===== config.mk =====
export PLATFORM = sky130hd
export DESIGN_NAME = mem_access_ctrl
export DESIGN_NICKNAME = d
export VERILOG_FILES = /design/src/rtl/mem_access_ctrl.sv
export SDC_FILE = /design/constraint.sdc
export NUM_CORES = 1
export LEC_CHECK = 0
export CAP_MARGIN = 25
export CORE_ASPECT_RATIO = 1.75
export CORE_MARGIN = 2
export CORE_UTILIZATION = 40
export CTS_CLUSTER_SIZE = 20
export DETAILED_ROUTE_END_ITERATION = 16
export PLACE_DENSITY = 0.84
export SLEW_MARGIN = 40
export SYNTH_ARGS = -nofsm -noshare
export SYNTH_HDL_FRONTEND = slang
export SYNTH_SLANG_ARGS = --single-unit

===== constraint.sdc =====
create_clock -name clk_i -period 1.7 [get_ports clk_i]
set_input_delay 0.255 -clock clk_i [delete_from_list [all_inputs] [get_ports clk_i]]
set_output_delay 0.255 -clock clk_i [all_outputs]
set_load 0.01 [all_outputs]

===== src/rtl/mem_access_ctrl.sv =====
// MEM-stage data-memory access controller: runs a req/ack transaction with a
// variable-latency memory, stalls the pipeline until completion, flags errors.
module mem_access_ctrl #(
  parameter int unsigned TIMEOUT = 16
) (
  input  logic        clk_i,
  input  logic        start_i,
  input  logic        MemRead_i,
  input  logic        MemWrite_i,
  input  logic [31:0] Addr_i,
  input  logic [31:0] Wdata_i,
  input  logic        mem_ack_i,
  input  logic [31:0] mem_rdata_i,
  output logic        mem_req_o,
  output logic        mem_we_o,
  output logic [31:0] mem_addr_o,
  output logic [31:0] mem_wdata_o,
  output logic        stall_o,
  output logic [31:0] Rdata_o,
  output logic        done_o,
  output logic        err_o,
  output logic [31:0] stall_cnt_o
);

  typedef enum logic [1:0] {
    IDLE = 2'd0,
    REQ  = 2'd1,
    DONE = 2'd2
  } state_e;

  localparam logic [15:0] TMO_LAST = 16'(TIMEOUT - 1);

  state_e      state_q, state_d;
  logic [15:0] wait_q, wait_d;
  logic        err_q, err_d;
  logic        we_q, we_d;
  logic [31:0] addr_q, addr_d;
  logic [31:0] wdata_q, wdata_d;
  logic [31:0] rdata_q, rdata_d;
  logic [31:0] stall_cnt_q, stall_cnt_d;
  logic        access_s;
  logic        stall_s;

  assign access_s = MemRead_i | MemWrite_i;
  assign stall_s  = ((state_q == IDLE) & access_s) | (state_q == REQ);

  // Next-state and transaction bookkeeping
  always_comb begin
    state_d = state_q;
    wait_d  = wait_q;
    err_d   = err_q;
    we_d    = we_q;
    addr_d  = addr_q;
    wdata_d = wdata_q;
    rdata_d = rdata_q;
    case (state_q)
      IDLE: begin
        if (access_s) begin
          if (Addr_i[1:0] != 2'b00) begin
            err_d   = 1'b1;
            rdata_d = 32'h0000_0000;
            state_d = DONE;
          end else begin
            err_d   = 1'b0;
            we_d    = MemWrite_i;
            addr_d  = {Addr_i[31:2], 2'b00};
            wdata_d = Wdata_i;
            wait_d  = 16'h0000;
            state_d = REQ;
          end
        end else begin
          state_d = IDLE;
        end
      end
      REQ: begin
        // An ack on the final timeout cycle still completes cleanly
        if (mem_ack_i) begin
          rdata_d = we_q ? 32'h0000_0000 : mem_rdata_i;
          err_d   = 1'b0;
          state_d = DONE;
        end else if (wait_q == TMO_LAST) begin
          rdata_d = 32'h0000_0000;
          err_d   = 1'b1;
          state_d = DONE;
        end else begin
          wait_d = wait_q + 16'h0001;
        end
      end
      DONE: begin
        state_d = IDLE;
      end
      default: begin
        state_d = IDLE;
      end
    endcase
  end

  // Saturating stall-cycle counter
  always_comb begin
    if (stall_s && (stall_cnt_q != 32'hFFFF_FFFF)) begin
      stall_cnt_d = stall_cnt_q + 32'h0000_0001;
    end else begin
      stall_cnt_d = stall_cnt_q;
    end
  end

  // State and datapath registers
  always_ff @(posedge clk_i or negedge start_i) begin
    if (!start_i) begin
      state_q     <= IDLE;
      wait_q      <= 16'h0000;
      err_q       <= 1'b0;
      we_q        <= 1'b0;
      addr_q      <= 32'h0000_0000;
      wdata_q     <= 32'h0000_0000;
      rdata_q     <= 32'h0000_0000;
      stall_cnt_q <= 32'h0000_0000;
    end else begin
      state_q     <= state_d;
      wait_q      <= wait_d;
      err_q       <= err_d;
      we_q        <= we_d;
      addr_q      <= addr_d;
      wdata_q     <= wdata_d;
      rdata_q     <= rdata_d;
      stall_cnt_q <= stall_cnt_d;
    end
  end

  assign mem_req_o   = (state_q == REQ);
  assign mem_we_o    = we_q;
  assign mem_addr_o  = addr_q;
  assign mem_wdata_o = wdata_q;
  assign stall_o     = stall_s;
  assign Rdata_o     = rdata_q;
  assign done_o      = (state_q == DONE);
  assign err_o       = (state_q == DONE) & err_q;
  assign stall_cnt_o = stall_cnt_q;

endmodule


==> run_1/clock_wires.png <==
The bar under the picture is 20 um long.
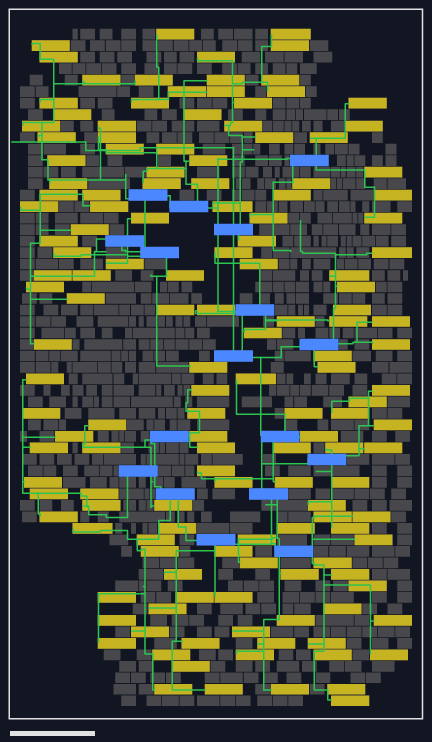
Key: clock wires = green [length 1800 um]; flip-flops = yellow [count 146]; clock-net drivers = blue [count 17]
Position of the flops: all over the die.
Clock Skews: 0.01209 ns
Latency at later pin: 0.41 ns
Clk power: 4.00 mW
clock share of power: 24.8%

==> run_1/clock_nets.png <==
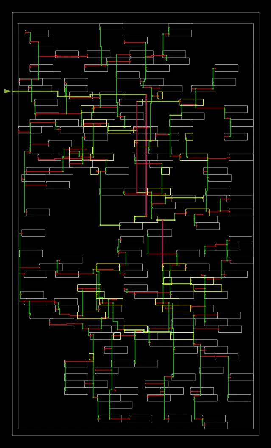
CTS Sinks: 146
CLK BUF: 19
number of CTS-inserted buffers: 17
FFs & Latches: 146

==> run_1/layers.png <==
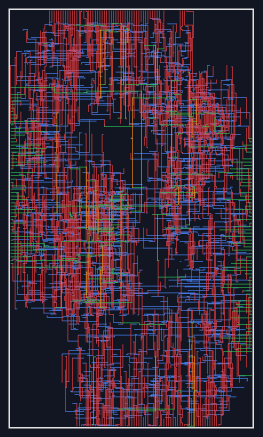
Key: M1 = blue [wire length 7150 um]; M4 = orange [wire length 908 um]; M2 = red [wire length 12100 um]; M3 = green [wire length 1340 um]
DR vias: 5754
post-DR wirelength/cell: 21.06 um
wirelength, routed: 21550 um

==> run_1/gates.png <==
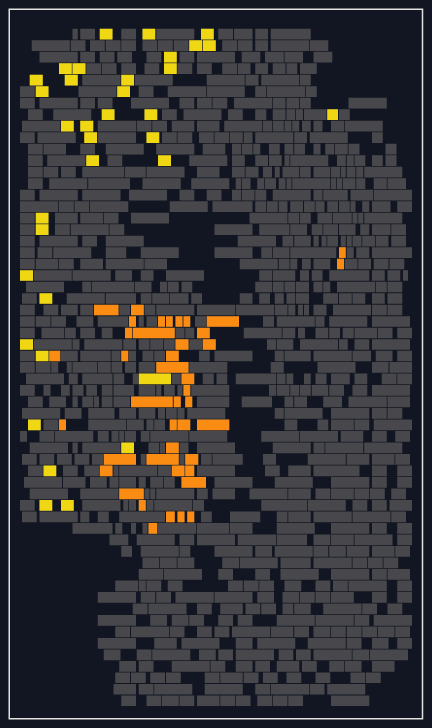
Key: aoi and oai cells = orange [cells 42, where center]; non-inverting ao/oa cells = yellow [cells 35]
Finished Layout Cells: 1023
Commonest Layout Cell: clkdlybuf4s50_1
combinational share of cell area: 26.22%

==> impl_metrics.json, run 1 <==
{
  "mux_share_pct": 12.22,
  "top_area_cell": "dfrtp_1",
  "drv_cap": 0,
  "ctsRootBufferMaster": "clkbuf_16",
  "yosysWarnings": 0,
  "ys.flops": 146,
  "layout_setup_ws_ns": -0.2774,
  "coreArea_um2": 14910,
  "logic_family": "simple AND/OR/NAND/NOR gates",
  "grt_pass1_wl_um": 31920,
  "place_area_um2": 9329,
  "setup_viol": 117,
  "dieHeight_um": 167.6,
  "p_sw_mw": 4.864,
  "hold_buffers": 1,
  "hp-class": "in2async",
  "clkCellAreaFrac_pct": 5.817,
  "p_comb_mw": 6.86,
  "drt_iter0_drc": 328,
  "violations": "setup timing",
  "htreeDepth": 4,
  "period_needed_ns": 1.977,
  "rsz0062_at_grt": "true",
  "place.gp.congestion": 0.9088,
  "yosys_cells": 485,
  "drc": 0,
  "synth.avg_cell_area_um2": 12.61,
  "seq_cell_power_mw": 5.24,
  "slew_viol_final": 0,
  "path_max_fanout": 6,
  "status": "finished with violations",
  "grt_pass1_vias": 6138,
  "swShare_pct": 30.21,
  "regToRegSetupSlack_ns": -0.28,
  "log.warning_count": 29,
  "num-nonclk-buffers": 347,
  "cp.arrival_ns": 2.26,
  "tritoncts": "built",
  "seq_area_share_pct": 33.64,
  "die_w_um": 97.46,
  "finalPower_mw": 16.10,
  "largest_class": "registers",
  "final.fill_count": 932,
  "grt_overflow": 0,
  "ir_worst_vdd_mv": 0.9470,
  "top_power_group": "combinational logic",
  "first_pass_iters": 5,
  "design_area_um2": 10880,
  "ys_seq_share_pct": 59.75,
  "internal_power_mw": 11.24,
  "synth_area_um2": 6115,
  "cellPowerDensity_nw_per_um2": 1479,
  "cp.required_ns": 1.98,
  "post_cts_resized": 105,
  "ys_sh_aoi_pct": 8.983,
  "synth-adder-area-share_pct": 0.4092,
  "nNonClkInverters": 5,
  "post-route-period-util_pct": 116.3,
  "area_delta_synth_final_pct": 77.98,
  "diodes": 0,
  "ys_sh_xor_pct": 4.011,
  "buf_share_pct": 31.95,
  "chipArea_um2": 16330,
  "comb_cells": 311,
  "path_class": "reg2reg",
  "antenna_found_initial": 0,
  "top_cells_by_area": "dfrtp_1 60%, mux2_2 10%, a22o_1 4.7%",
  "post_cts_buffers": 14,
  "finish.utilization_pct": 72.98,
  "drive_gt1_share_pct": 32.98,
  "worst_setup_path_end_kind": "flip-flop",
  "flop_area_um2": 3661,
  "drt-vias-per-instance": 5.625,
  "hold_viol_final": 0,
  "synth_cell_types": 41,
  "taps": 183,
  "sequentialPowerShare_pct": 32.5,
  "p_leak_nw": 4.971,
  "rows": 59,
  "io_pins": 234,
  "hold_ws_ns": 0.3370,
  "synth_top_area_share_pct": 59.75,
  "fp_util_pct": 41.01,
  "comb_area_um2": 2854,
  "track_usage_pct": 24.42,
  "io_buffers": 231,
  "synthSimpleGateAreaFrac_pct": 12.34,
  "layout.nets": 931,
  "clk_pin_slew_worst_paths_ns": 0.06,
  "fmax_ghz": 0.5057,
  "grt_max_degree": 54,
  "p_comb_share_pct": 42.6,
  "dpl.hpwl_um": 13720,
  "cts_buffer_depth": 2,
  "cp-start-kind": "flip-flop",
  "yosysChipArea_um2": 6115,
  "ant_nets": 0,
  "netlist_instances": 485
}
==> run 1: path summary, 6_finish.rpt <==
check | start | endpoint | cells after the start
max in group asynchronous | start_i | state_q[0] | 3
min | start_i | mem_wdata_o[9] | 2
max | state_q[1] | wait_q[14] | 10
min in group clk_i | Addr_i[26] | mem_addr_o[26] | 2
min reg2reg | mem_addr_o[30] | mem_addr_o[30] | 1
max reg2reg | state_q[1] | wait_q[14] | 10
==> run 1: worst max-delay path: stages (launching register included) <==
cell and delay (ns):
dfrtp_1 0.42, buf_6 0.15, buf_4 0.12, buf_4 0.13
nor3_4 0.26, buf_12 0.16, buf_8 0.13, o21ai_4 0.08
buf_8 0.16, o21ai_2 0.13, o21ai_1 0.09
==> run 1: sequential cells by signal (all words and copies together) (netlist names) <==
signal       count
err_q            1
mem_addr_o      30
mem_we_o         1
stall_cnt_o     32
state_q          2
wait_q          16
Rdata_o         32
mem_wdata_o     32
==> run 1: cell usage after synthesis, drive strengths merged <==
| cell | count |
|---|---|
| a41o | 1 |
| nor4b | 1 |
| and3 | 10 |
| nor3 | 11 |
| dfrtp | 146 |
| o21ai | 24 |
| nor2 | 12 |
| ha | 2 |
| and4 | 7 |
| nand3 | 23 |
| buf | 16 |
| xnor2 | 25 |
| nand2 | 27 |
| inv | 5 |
| a31oi | 7 |
| and2 | 9 |
| nand2b | 2 |
| mux2 | 66 |
| a41oi | 3 |
| conb | 1 |
| or3 | 4 |
| nor4 | 4 |
| clkbuf | 8 |
| nand4b | 2 |
| a22o | 33 |
| o21a | 1 |
| o31ai | 2 |
| or3b | 1 |
| a21oi | 6 |
| xor2 | 3 |
| nand4 | 23 |
==> run 1: logic make-up (layout without fill, tap and decap cells) <==
family,Yosys count,count (layout)
DFF,146,146
and+or+nand+nor,136,136
AOI/OAI and AO/OA,77,77
muxes,66,66
buffers and inverters,29,383
xor gates and xnor gates,28,28
adders and majority gates,2,2
other,1,2
==> run 1: per-stage QoR <==
| step | cells | TNS [ns] | worst slack (ns) |
|---|---|---|---|
| 6_report | 1023 | -23.41 | -0.2774 |
| 5_1_grt | 1023 | -25.72 | -0.3125 |
| 4_1_cts | 1013 | -15.65 | -0.2049 |
| 3_5_place_dp | 963 | -52.12 | -0.4907 |
| 3_3_place_gp | 963 | -47.39 | -0.4352 |
| 2_1_floorplan | 486 | -0.09705 | -0.09705 |
==> run 1: placed cells by master, fill, tap and decap left out, types with 6 or more instances in the layout <==
cell type and count:
a22o_1 33, and3_1 9, buf_12 10, buf_4 84, buf_6 13, clkbuf_16 20, clkdlybuf4s50_1 202, dfrtp_1 140
dfrtp_2 6, dlygate4sd2_1 12, dlymetal6s2s_1 12, mux2_1 7, mux2_2 20, mux2_4 39, nand2_1 24, nand3_1 20
nand4_1 23, nor2_1 7, nor3_1 6, o21ai_1 11, o21ai_2 8, xnor2_1 25
==> run 1: layer usage <==
metal / wire length, um / track usage (%)
met1: 7153 / 24.67
met2: 12150 / 46.30
met3: 1338 / 6.135
met5: 0 / 0
met4: 907 / 11.05
## Run 2: what changed since run 1
--- a/config.mk
+++ b/config.mk
@@ -9,7 +9,7 @@
 export CORE_ASPECT_RATIO = 1.75
 export CORE_MARGIN = 2
 export CORE_UTILIZATION = 40
-export CTS_CLUSTER_SIZE = 20
+export CTS_CLUSTER_SIZE = 14
 export DETAILED_ROUTE_END_ITERATION = 16
 export PLACE_DENSITY = 0.84
 export SLEW_MARGIN = 40
==> run_2/clock_nets.png <==
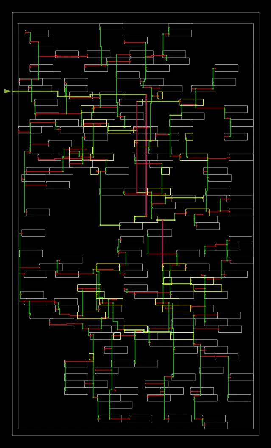

==> run_2/layers.png <==
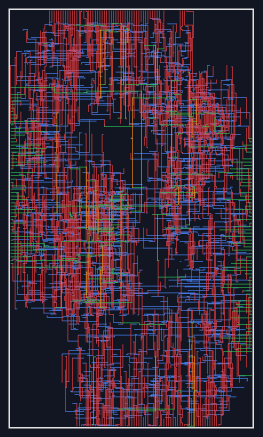
Key: M3 = green [wire length 1340 um]; M1 = blue [wire length 7150 um]; M2 = red [wire length 12100 um]; M4 = orange [wire length 908 um]
Overall Global Routing Usage: 24.42%

==> run_2/clock_wires.png <==
The bar under the picture is 20 um long.
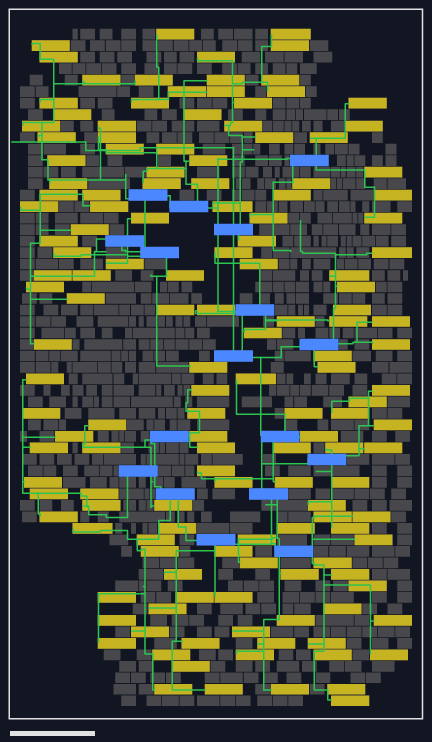
Key: clock wires = green [length 1800 um]; clock-net drivers = blue [count 17]; flip-flops = yellow [count 146]
Position of the flops: all over the die.

==> run 2 against run 1 <==
The flow still finishes with violations (setup timing). Combinational power barely moved. Worst setup slack did not move. Highest routed layer unchanged. Maximum frequency did not move. Synthesized cell count did not move. Non-clock buffer count did not move. Count of clock-buffer cells in the layout did not move. Power did not move. Clock skew did not move. Largest power group unchanged. Area after synthesis did not move. Die size did not move. Final cell count did not move.
==> impl_metrics.json, run 2 <==
{
  "status": "finished with violations",
  "violations": "setup timing",
  "diodes": 0,
  "netlist_instances": 485,
  "drt_iter0_drc": 328,
  "top_area_cell": "dfrtp_1",
  "edf_count": 0,
  "io_pins": 234,
  "layout_top_cells": "202 x clkdlybuf4s50_1, 140 x dfrtp_1, 84 x buf_4",
  "worstRegToRegCells": 10,
  "drt-vias-per-instance": 5.625,
  "layout_setup_ws_ns": -0.2774,
  "post-route-period-util_pct": 116.3,
  "grt_pass1_vias": 6138,
  "drive_gt1_share_pct": 32.98,
  "fp_util_pct": 41.01,
  "period_needed_ns": 1.977,
  "async_reset_ff_share_pct": 100.0,
  "yosysWarnings": 0,
  "clk_pin_slew_worst_paths_ns": 0.06,
  "grt_pass1_wl_um": 31920,
  "place_ws_ns": -0.4907,
  "cts_buffers": 17,
  "hp-class": "in2async",
  "ys_seq_share_pct": 59.75,
  "worst_setup_path_end_kind": "flip-flop",
  "lay_top_count": "clkdlybuf4s50_1",
  "coreArea_um2": 14910,
  "synth_top_area_share_pct": 59.75,
  "setup_viol": 117,
  "top_cells_by_area": "dfrtp_1 60%, mux2_2 10%, a22o_1 4.7%",
  "layout.nets": 931,
  "grt_max_degree": 54,
  "r2r-start": "state_q[1]",
  "cp.arrival_ns": 2.26,
  "synth_cell_types": 41,
  "dpl.hpwl_um": 13720,
  "chipArea_um2": 16330,
  "finalClockSkew_ns": 0.01209,
  "ys.flop_type": "dfrtp_1",
  "ctsRootBufferMaster": "clkbuf_16",
  "cp-start-kind": "flip-flop",
  "cts.sinks": 146,
  "design_area_um2": 10880,
  "comb_area_um2": 2854,
  "top_cell": "dfrtp_1",
  "slew_viol_final": 0,
  "grt_overflow": 0,
  "io_buffers": 231,
  "wirelength_um": 21550,
  "clk_latency_ns": 0.41,
  "log.warning_count": 29,
  "fin_tns_setup_ns": -23.41,
  "ant_nets": 0,
  "finalPower_mw": 16.10,
  "regToRegSetupSlack_ns": -0.28,
  "vias": 5754,
  "die_w_um": 97.46,
  "cts_buffer_depth": 2,
  "place_area_um2": 9329,
  "yosysChipArea_um2": 6115,
  "p_leak_nw": 4.971,
  "cellPowerDensity_nw_per_um2": 1479,
  "place.gp.congestion": 0.9088,
  "hold_viol_final": 0,
  "htreeDepth": 4,
  "common_cells": "146 x dfrtp_1, 56 x mux2_2, 33 x a22o_1, 27 x nand2_1, 25 x xnor2_1",
  "path_class": "reg2reg",
  "dieHeight_um": 167.6,
  "drv_cap": 0,
  "fmax_ghz": 0.5057,
  "rsz0062_at_grt": "true",
  "antenna_found_initial": 0,
  "final.fill_count": 932,
  "synth_area_um2": 6115,
  "path_max_fanout": 6,
  "rows": 59,
  "tritoncts": "built",
  "synth.avg_cell_area_um2": 12.61
}
[run 2: cell counts in the layout (fill, tap and decap cells not counted)]
Identical to the previous run, type by type.
[run 2: cell type report]
| type | count | area share, % |
|---|---|---|
| clock buffers | 19 | 4.162 |
| clock inverters | 12 | 1.656 |
| inverters | 5 | 0.2644 |
| multi-input cells | 311 | 26.22 |
| flip-flops and latches | 146 | 33.64 |
| well taps | 183 | 2.104 |
| repair buffers | 347 | 31.95 |
[run 2: cell families (layout without fill, tap and decap cells)]
family,Yosys count,count (layout),synth area share [%]
DFF,146,146,59.75
and+or+nand+nor,136,136,12.34
AOI/OAI and AO/OA,77,77,8.983
muxes,66,66,12.22
buffers and inverters,29,383,2.230
xor gates and xnor gates,28,28,4.011
adders and majority gates,2,2,0.4092
other,1,2,0.06133
[run 2: worst max path at each step]
stage | startpoint | to | slack (ns) | cells past startpoint
after global placement | Addr_i[0] | mem_addr_o[5] | -0.44 | 5
after detailed placement | Addr_i[0] | mem_addr_o[5] | -0.49 | 5
after global routing | state_q[1] | wait_q[14] | -0.31 | 10
after CTS | state_q[0] | mem_addr_o[17] | -0.20 | 4
final | state_q[1] | wait_q[14] | -0.28 | 10
after floorplan | stall_cnt_o[3] | stall_cnt_o[28] | -0.1 | 6
[run 2: metal layers]
metal  global-route usage [%]  part of all wire (%)
met3                    6.135                   6.2
met1                    24.67                    33
met4                    11.05                   4.2
met5                        0                     0
met2                    46.30                    56
[run 2: power breakdown]
part	internal, mW	total (mW)	switching [mW]
Combinational	4.13	6.86	2.73
Clock	2.54	4.00	1.46
Sequential	4.56	5.24	0.675
Total	11.2	16.1	4.86
[run 2: stage by stage]
| stage | util, % | std cells |
|---|---|---|
| floorplan | - | 486 |
| global route | 72.98 | 1023 |
| finish | 72.98 | 1023 |
| detailed placement | 62.56 | 963 |
| global placement | 62.56 | 963 |
| CTS | 70.02 | 1013 |
[run 2: worst max-delay path, stage by stage (launching register included)]
cell and delay, ns:
dfrtp_1 0.42, buf_6 0.15, buf_4 0.12, buf_4 0.13
nor3_4 0.26, buf_12 0.16, buf_8 0.13, o21ai_4 0.08
buf_8 0.16, o21ai_2 0.13, o21ai_1 0.09
[run 2: timing repair]
action                                  CTS  global route
pin swaps                                23            17
endpoints found under the hold margin    33             0
setup buffers                            14             5
resized                                 105            83
endpoints found under the setup margin  143           158
gates cloned                              4             5
hold buffers                              1             0
## Run 3: what changed since run 2
--- a/config.mk
+++ b/config.mk
@@ -12,7 +12,7 @@
 export CTS_CLUSTER_SIZE = 14
 export DETAILED_ROUTE_END_ITERATION = 16
 export PLACE_DENSITY = 0.84
-export SLEW_MARGIN = 40
+export SLEW_MARGIN = 20
 export SYNTH_ARGS = -nofsm -noshare
 export SYNTH_HDL_FRONTEND = slang
 export SYNTH_SLANG_ARGS = --single-unit
==> run_3/clock_wires.png <==
The bar under the picture is 20 um long.
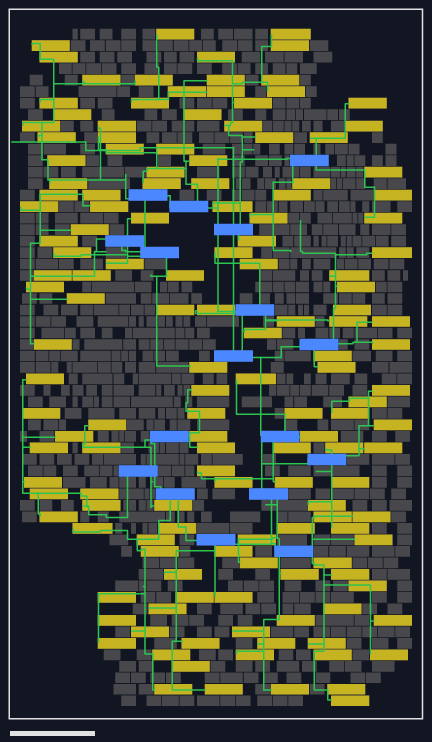
Key: flip-flops = yellow [count 146]; clock wires = green [length 1800 um]; clock-net drivers = blue [count 17]
There are 18 routed clock nets. Position of the flops: all over the die.

==> run_3/gates.png <==
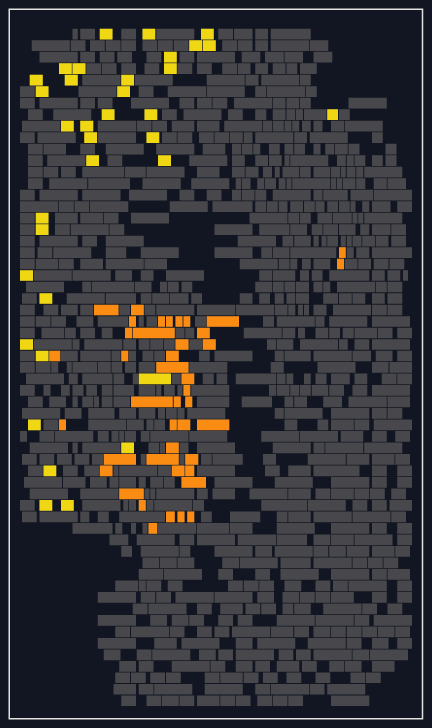

==> run_3/port_trees.png <==
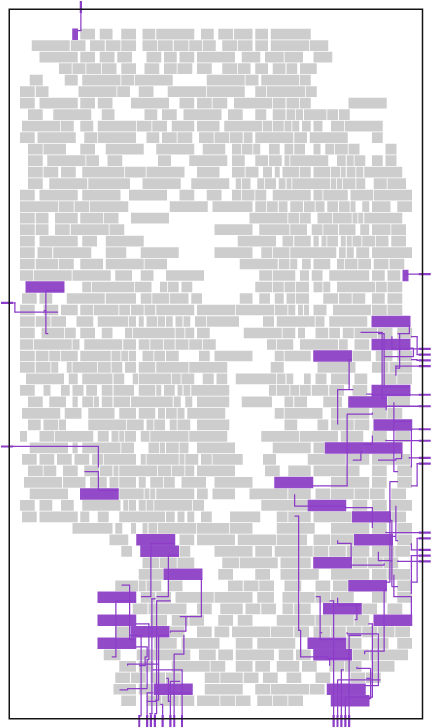
Key: mem_addr_o = purple [bits 32, direction output, edge 16 right, 13 bottom, 2 left, 1 top, end cells 32, buffers 30, wire 1010 um]
IO Pins: 234
IO Port Bufs: 231

==> run 3 against run 2 <==
The flow still finishes with violations (setup timing). Non-clock buffer count unchanged. Critical path depth unchanged. Sequential share of layout area unchanged. Final cell count unchanged. Critical path type unchanged.
==> impl_metrics.json, run 3 <==
{
  "status": "finished with violations",
  "violations": "setup timing",
  "fmax_ghz": 0.5057,
  "hp-class": "in2async",
  "fin_tns_setup_ns": -23.41,
  "final.fill_count": 932,
  "yosysChipArea_um2": 6115,
  "p_leak_nw": 4.971,
  "path_max_fanout": 6,
  "coreArea_um2": 14910,
  "cp_cell_sequence": "buf_6 > buf_4 > buf_4 > nor3_4 > buf_12 > buf_8 > o21ai_4 > buf_8 > o21ai_2 > o21ai_1",
  "critical-path-top-delay-family": "buffers and inverters",
  "ir_worst_vdd_mv": 0.9470,
  "place.gp.congestion": 0.9088,
  "grt_max_degree": 54,
  "synth_area_um2": 6115,
  "layout_top_cells": "202 x clkdlybuf4s50_1, 140 x dfrtp_1, 84 x buf_4",
  "layout_setup_ws_ns": -0.2774,
  "drc": 0,
  "cp.required_ns": 1.98,
  "wirelength_um": 21550,
  "grt_overflow": 0,
  "cts_buffers": 17,
  "fp_util_pct": 41.01,
  "area_delta_synth_final_pct": 77.98,
  "yosys_cells": 485,
  "routedWlPerCell_um": 21.06,
  "rsz0062_at_grt": "true",
  "clk_latency_ns": 0.41,
  "tritoncts": "built",
  "top_area_cell": "dfrtp_1",
  "cp.arrival_ns": 2.26,
  "grt_pass1_wl_um": 31920,
  "drv_cap": 0,
  "synth_cell_types": 41,
  "critPathSlowestCell": "dfrtp_1",
  "finalClockSkew_ns": 0.01209,
  "dpl.hpwl_um": 13720,
  "ys.flops": 146,
  "drt_iter0_drc": 328,
  "edf_count": 0,
  "netlist_instances": 485,
  "cts.sinks": 146,
  "synth.avg_cell_area_um2": 12.61,
  "rows": 59,
  "setup_viol": 117,
  "finish.utilization_pct": 72.98,
  "log.warning_count": 29,
  "dieHeight_um": 167.6,
  "top_cells_by_area": "dfrtp_1 60%, mux2_2 10%, a22o_1 4.7%",
  "ys.flop_type": "dfrtp_1",
  "yosysWarnings": 0,
  "synth_top_area_share_pct": 59.75,
  "period_needed_ns": 1.977,
  "clk_pin_slew_worst_paths_ns": 0.06,
  "hold_viol_final": 0,
  "chipArea_um2": 16330,
  "design_area_um2": 10880,
  "ctsRootBufferMaster": "clkbuf_16",
  "cellPowerDensity_nw_per_um2": 1479,
  "die_w_um": 97.46,
  "track_usage_pct": 24.42,
  "path_class": "reg2reg",
  "place_ws_ns": -0.4907,
  "top_cell": "dfrtp_1",
  "vias": 5754,
  "place_area_um2": 9329,
  "layout.nets": 931,
  "first_pass_iters": 5,
  "critPathMaxStageDelay_ns": 0.42,
  "cp-start-kind": "flip-flop",
  "lay_top_count": "clkdlybuf4s50_1",
  "ant_nets": 0,
  "htreeDepth": 4,
  "cts_buffer_depth": 2,
  "drt-vias-per-instance": 5.625,
  "grt_pass1_vias": 6138,
  "diodes": 0,
  "drive_gt1_share_pct": 32.98,
  "antenna_found_initial": 0,
  "ys_seq_share_pct": 59.75,
  "common_cells": "146 x dfrtp_1, 56 x mux2_2, 33 x a22o_1, 27 x nand2_1, 25 x xnor2_1",
  "async_reset_ff_share_pct": 100.0,
  "critPathBufInv": 6,
  "slew_viol_final": 0,
  "post-route-period-util_pct": 116.3,
  "worst_setup_path_end_kind": "flip-flop"
}
[run 3: cell families after synthesis]
logic type	Yosys count	share of synthesized area, %
multiplexers	66	12.22
other	1	0.06133
adder cells (fa/ha/maj)	2	0.4092
AND-OR/OR-AND	77	8.983
buffers and inverters	29	2.230
flip-flops	146	59.75
AND/OR/NAND/NOR	136	12.34
XOR/XNOR	28	4.011
[run 3: path summary, 6_finish.rpt]
check                               start  slack [ns]  cells after the start              to
setup / recovery               state_q[1]       -0.28                     10      wait_q[14]
hold / removal                    start_i        0.34                      2  mem_wdata_o[9]
setup reg to reg               state_q[1]       -0.28                     10      wait_q[14]
hold reg to reg            mem_addr_o[30]        0.49                      1  mem_addr_o[30]
max in group asynchronous         start_i        0.78                      3      state_q[0]
min in group clk_i             Addr_i[26]        0.45                      2  mem_addr_o[26]
[run 3: layout make-up]
| cell class | count | area [um^2] | area share (%) |
|---|---|---|---|
| clock buffer | 19 | 452.9 | 4.162 |
| timing repair buffer | 347 | 3477 | 31.95 |
| clock inverter | 12 | 180.2 | 1.656 |
| tap | 183 | 229.0 | 2.104 |
| sequential | 146 | 3661 | 33.64 |
| multi-input combinational | 311 | 2854 | 26.22 |
| inverter | 5 | 28.78 | 0.2644 |
[run 3: what timing repair did]
action,4_1_cts,5_1_grt
hold buffers,1,0
gates cloned,4,5
gates resized,105,83
endpoints found under the setup margin,143,158
pin swaps,23,17
setup buffers,14,5
endpoints found under the hold margin,33,0
[run 3: metal layers]
metal / vias up / global-route usage (%) / part of all wire (%)
li1: 2468 / - / -
met3: 89 / 6.135 / 6.2
met4: 0 / 11.05 / 4.2
met5: - / 0 / 0
met2: 321 / 46.30 / 56
met1: 2876 / 24.67 / 33
[run 3: report_power, final]
group,internal (mW),total [mW],switching [mW]
sequential,4.56,5.24,0.675
clock,2.54,4.00,1.46
combinational,4.13,6.86,2.73
[run 3: stage by stage]
step | power (mW) | hold WS (ns) | instances
floorplan | 7.375 | -0.04059 | 486
global placement | 10.57 | 0.1843 | 963
detailed placement | 10.86 | 0.1903 | 963
CTS | 15.60 | 0.3333 | 1013
global route | 16.77 | 0.3537 | 1023
finish | 16.10 | 0.3370 | 1023
Power figures rest on the tool's default switching activity, not on a simulated workload.
